$ cat src/rtl/cam_pkg.sv
// Shared definitions for the cam_pe CAM.
//   cam_op_e   : operation encodings carried on the 2-bit op port
//   cam_addr_w : default index width for a given depth (never below 1)
package cam_pkg;

  typedef enum logic [1:0] {
    CAM_NOP   = 2'd0,
    CAM_WRITE = 2'd1,
    CAM_INVAL = 2'd2,
    CAM_SRCH  = 2'd3
  } cam_op_e;

  function automatic int unsigned cam_addr_w(input int unsigned depth);
    return (depth > 1) ? $clog2(depth) : 1;
  endfunction

endpackage

$ cat src/rtl/cam_prio_enc.sv
// Lowest-index priority encoder with occupancy flags.
//   vec   : N-bit request vector
//   idx   : index of the lowest set bit (0 when none set)
//   any   : at least one bit set
//   multi : more than one bit set
module cam_prio_enc #(
  parameter int unsigned N = 32,
  parameter int unsigned W = 5
) (
  input  logic [N-1:0] vec,
  output logic [W-1:0] idx,
  output logic         any,
  output logic         multi
);

  always_comb begin
    idx = '0;
    any = 1'b0;
    for (int unsigned i = 0; i < N; i++) begin
      if (vec[i] && !any) begin
        idx = W'(i);
        any = 1'b1;
      end
    end
    // Clearing the lowest set bit leaves something only if two or more were set.
    multi = |(vec & (vec - N'(1)));
  end

endmodule

$ cat src/rtl/cam_pe.sv
// Parametrised CAM with valid tracking, lowest-index match encoding,
// multi-hit detection, free-slot allocation and per-entry invalidation.
//   clk, rst (async, active-low), enable (0 = freeze state, hold outputs)
//   op/alloc : NOP / WRITE / INVAL / SEARCH (alloc=0) / ALLOC (alloc=1)
//   addr     : target for WRITE/INVAL;  data : key for WRITE/SEARCH/ALLOC
//   out/hit/multi : registered search or alloc result, flagged by rvalid
//   err      : pulse after an out-of-range addr or ALLOC while full
//   full/count : occupancy, updated on the same edge as the op
module cam_pe
  import cam_pkg::*;
#(
  parameter int unsigned DATA_W = 8,
  parameter int unsigned DEPTH  = 32,
  parameter int unsigned ADDR_W = cam_addr_w(DEPTH)
) (
  input  logic              clk,
  input  logic              rst,
  input  logic              enable,
  input  logic [1:0]        op,
  input  logic              alloc,
  input  logic [ADDR_W-1:0] addr,
  input  logic [DATA_W-1:0] data,
  output logic [ADDR_W-1:0] out,
  output logic              hit,
  output logic              multi,
  output logic              rvalid,
  output logic              err,
  output logic              full,
  output logic [ADDR_W:0]   count
);

  logic [DATA_W-1:0] mem [DEPTH];
  logic [DEPTH-1:0]  valid;

  logic [DEPTH-1:0]  match;
  logic [ADDR_W-1:0] m_idx, f_idx;
  logic              m_any, m_multi, f_any, f_multi;

  cam_op_e           op_e;
  logic              addr_ok;

  logic [DEPTH-1:0]  valid_nxt;
  logic [ADDR_W:0]   count_nxt;
  logic [ADDR_W-1:0] out_nxt;
  logic              hit_nxt, multi_nxt, rvalid_nxt, err_nxt;
  logic              mem_we;
  logic [ADDR_W-1:0] mem_wa;

  assign op_e    = cam_op_e'(op);
  assign addr_ok = ({1'b0, addr} < (ADDR_W+1)'(DEPTH));

  always_comb begin
    match = '0;
    for (int unsigned i = 0; i < DEPTH; i++) begin
      match[i] = valid[i] && (mem[i] == data);
    end
  end

  cam_prio_enc #(.N(DEPTH), .W(ADDR_W)) u_match_enc (
    .vec   (match),
    .idx   (m_idx),
    .any   (m_any),
    .multi (m_multi)
  );

  cam_prio_enc #(.N(DEPTH), .W(ADDR_W)) u_free_enc (
    .vec   (~valid),
    .idx   (f_idx),
    .any   (f_any),
    .multi (f_multi)
  );

  always_comb begin
    valid_nxt  = valid;
    count_nxt  = count;
    out_nxt    = out;
    hit_nxt    = hit;
    multi_nxt  = multi;
    rvalid_nxt = 1'b0;
    err_nxt    = 1'b0;
    mem_we     = 1'b0;
    mem_wa     = addr;
    if (enable) begin
      unique case (op_e)
        CAM_WRITE: begin
          if (addr_ok) begin
            mem_we           = 1'b1;
            valid_nxt[addr]  = 1'b1;
            if (!valid[addr]) count_nxt = count + (ADDR_W+1)'(1);
          end else begin
            err_nxt = 1'b1;
          end
        end
        CAM_INVAL: begin
          if (addr_ok) begin
            valid_nxt[addr] = 1'b0;
            if (valid[addr]) count_nxt = count - (ADDR_W+1)'(1);
          end else begin
            err_nxt = 1'b1;
          end
        end
        CAM_SRCH: begin
          rvalid_nxt = 1'b1;
          if (!alloc) begin
            out_nxt   = m_idx;
            hit_nxt   = m_any;
            multi_nxt = m_multi;
          end else begin
            hit_nxt   = 1'b0;
            multi_nxt = 1'b0;
            if (f_any) begin
              mem_we           = 1'b1;
              mem_wa           = f_idx;
              valid_nxt[f_idx] = 1'b1;
              count_nxt        = count + (ADDR_W+1)'(1);
              out_nxt          = f_idx;
            end else begin
              out_nxt = '0;
              err_nxt = 1'b1;
            end
          end
        end
        default: ;
      endcase
    end
  end

  // Storage has no reset; stale keys are masked by valid.
  always_ff @(posedge clk) begin
    if (mem_we) mem[mem_wa] <= data;
  end

  always_ff @(posedge clk or negedge rst) begin
    if (!rst) begin
      valid  <= '0;
      count  <= '0;
      full   <= 1'b0;
      out    <= '0;
      hit    <= 1'b0;
      multi  <= 1'b0;
      rvalid <= 1'b0;
      err    <= 1'b0;
    end else begin
      valid  <= valid_nxt;
      count  <= count_nxt;
      full   <= (count_nxt == (ADDR_W+1)'(DEPTH));
      out    <= out_nxt;
      hit    <= hit_nxt;
      multi  <= multi_nxt;
      rvalid <= rvalid_nxt;
      err    <= err_nxt;
    end
  end

endmodule

$ cat config.mk
export PLATFORM = sky130hd
export DESIGN_NAME = cam_pe
export DESIGN_NICKNAME = d
export VERILOG_FILES = /design/src/rtl/cam_pkg.sv /design/src/rtl/cam_prio_enc.sv /design/src/rtl/cam_pe.sv
export SDC_FILE = /design/constraint.sdc
export NUM_CORES = 1
export LEC_CHECK = 0
export CAP_MARGIN = 20
export CORE_MARGIN = 4
export CORE_UTILIZATION = 57
export CTS_CLUSTER_DIAMETER = 40
export DETAILED_ROUTE_END_ITERATION = 10
export PLACE_DENSITY_LB_ADDON = 0.3
export REMOVE_ABC_BUFFERS = 1
export SKIP_CTS_REPAIR_TIMING = 1
export SLEW_MARGIN = 20
export SYNTH_ARGS = -nofsm -noshare
export SYNTH_HDL_FRONTEND = slang
export SYNTH_HIERARCHICAL = 1
export SYNTH_SLANG_ARGS = --single-unit
$ cat constraint.sdc
create_clock -name clk -period 3.19 [get_ports clk]
set_input_delay 0.319 -clock clk [delete_from_list [all_inputs] [get_ports clk]]
set_output_delay 0.319 -clock clk [all_outputs]
set_load 0.05 [all_outputs]
==> summary.txt <==
H-tree Lvls = 2
Clk pin slew, worst setup/hold paths = 60 ps
DIE AREA = 0.0298 sq mm
Post-DP HPWL = 26.8 mm
Synth warn = 6
Cts bufs inserted = 40
DR iter-0 viols = 1143
Clk_lat worst skew = 520 ps
Tmin final = 3240 ps
Vias/cell = 5.96
Status = finished with violations
Pre-CTS worst setup slack = -140 ps
Setup ws final = -53.0 ps
Worst Path Required = 3620 ps
Vias in the first global route = 11300
MaxCap Viol Count = 0
Finished Cell Area = 0.0194 sq mm
Crit end category = flop
Syn Area/Cell = 11.9 sq um
Routability cong. = 0.952
Clock sinks = 304
Tool Warnings = 27
Via count = 11300
Fin crit share = 102%
Final #Nets = 1555
Buffers and inverters on the worst path = 1
1st-pass router iterations = 7
Failing checks = setup timing
Height of the die = 173 um
Mapped Area = 0.0155 sq mm
Worst Max-Slew Pin Slew = 797 ps
Slowest CP cell = or4_4
Setup violators final = 1
Clock Tree Buf Depth = 3
Crit-path cells = inv_1 -> or4_4 -> nor4_4 -> nand2_2 -> a21bo_2 -> mux2_2 -> nand3_2 -> o32ai_2 -> a311o_1 -> or4b_4 -> nor4b_4
MI comb area = 0.00634 sq mm
Wire length per cell = 20.7 um
Register area = 0.00889 sq mm
RSZ-0062 raised after global routing = true
Placement Cell Area = 0.0176 sq mm
Total core area = 0.0268 sq mm
Fin. Hold Viols = 0
Clk_skew = 16.6 ps
## cell type report
class	instances	share of cell area, %
timing repair buffer	257	11.7
multi-input combinational	884	32.7
clock inverter	29	1.29
inverter	47	0.911
clock buffer	42	5.21
tap	341	2.20
sequential	304	45.9
## registers in the layout (all words and copies together) (netlist names)
register  count
err           1
count         6
valid        32
rvalid        1
multi         1
hit           1
full          1
mem         256
out           5
## worst reg2reg max path: stages (launching register included)
cell	delay, ps
dfrtp_1	370
inv_1	70
or4_4	560
nor4_4	260
nand2_2	170
a21bo_2	240
mux2_2	280
nand3_2	80
o32ai_2	70
a311o_1	300
or4b_4	540
nor4b_4	200
## power by group
| part | internal, W | leakage (nW) | total (W) | switching (W) |
|---|---|---|---|---|
| sequential | 0.00445 | 2.92 | 0.00458 | 0.000138 |
| clock | 0.00249 | 0.603 | 0.00419 | 0.00170 |
| combinational | 0.000765 | 3.27 | 0.00185 | 0.00109 |
| total | 0.00770 | 6.80 | 0.0106 | 0.00292 |
## path summary, 6_finish.rpt
path,end,depth (start not counted),start
max,full,11,valid[26]
min,mem[7][5],1,data[5]
max reg2reg,full,11,valid[26]
min reg2reg,out[3],2,out[3]
max in group asynchronous,out[2],2,rst
min in group asynchronous,count[5],2,rst
## layout by cell type, fill, tap and decap left out, types with 7 or more instances in the layout
master / instances
a21oi_1: 36
a31oi_1: 8
buf_12: 16
buf_2: 8
buf_4: 189
buf_6: 15
clkbuf_16: 42
clkdlybuf4s50_1: 25
clkinv_1: 8
dfrtp_1: 48
edfxtp_1: 256
inv_1: 42
mux2i_1: 17
nand2_1: 51
nand2_2: 7
nand2b_1: 16
nand3_1: 54
nand3b_1: 8
nand4_1: 39
nor2_1: 61
nor2_2: 13
nor2_4: 9
nor2b_1: 13
nor3_1: 31
nor4_1: 45
nor4_4: 14
o21ai_0: 94
o221ai_2: 8
or3_1: 11
xnor2_1: 224
xor2_1: 32
## routing by layer
layer / wire [um] / up-vias / global-route usage (%)
li1: - / 5217 / -
met1: 16800 / 5581 / 35.2
met2: 18700 / 472 / 41.9
met3: 3020 / 71 / 5.31
met4: 998 / 0 / 8.41
met5: 0 / - / 0
## stage by stage
stage	power, W	cells	util, %	hold slack [ps]
after floorplan	0.00548	1235	-	23.4
after global placement	0.00631	1817	65.8	462
after detailed placement	0.00635	1817	65.8	382
after CTS	0.0105	1888	70.5	-161
after global routing	0.0110	1904	72.2	40.1
final	0.0106	1904	72.2	47.6
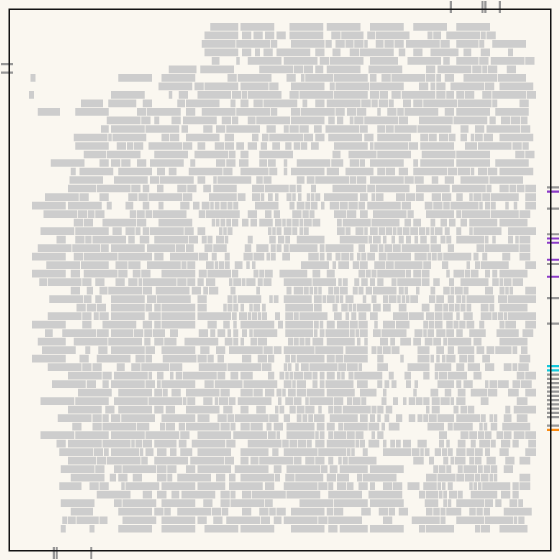
pinout.png
Pins as bars across the die edge, other pins in gray.
| color | port | pins | direction | edge |
|---|---|---|---|---|
| purple | out | 5 | output | right |
| cyan | op | 2 | input | right |
| orange | rst | 1 | input | right |
all pins by edge: 26 right, 4 top, 3 bottom, 2 left

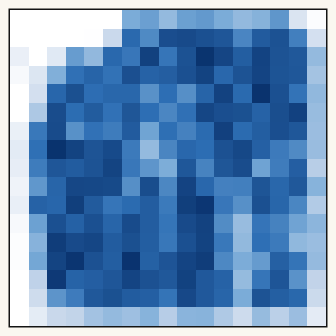
util_map.png
17 x 17 tiles, from white (low) to dark blue (high), 0 to 100% covered.
emptiest ninth of the die: top left
fullest tile: 99%
nearly empty tiles: 6.9%

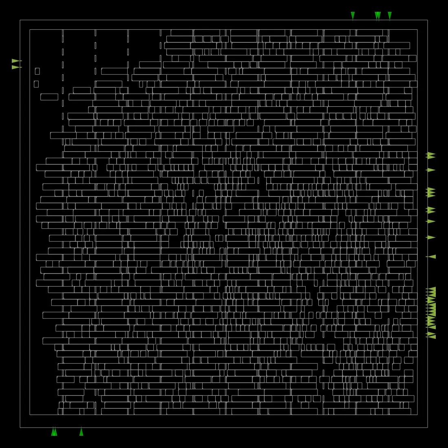
placed.png
Std-Cell Rows: 60
Fillers: 1767

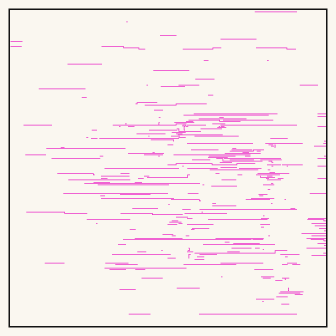
m3.png
nets with wire on the layer: 185
longest straight run: 69.9 um
main direction: horizontal
share of all routed wire: 7.6%
wire length on this layer: 3020 um

Power and IR drop assume default switching activity.
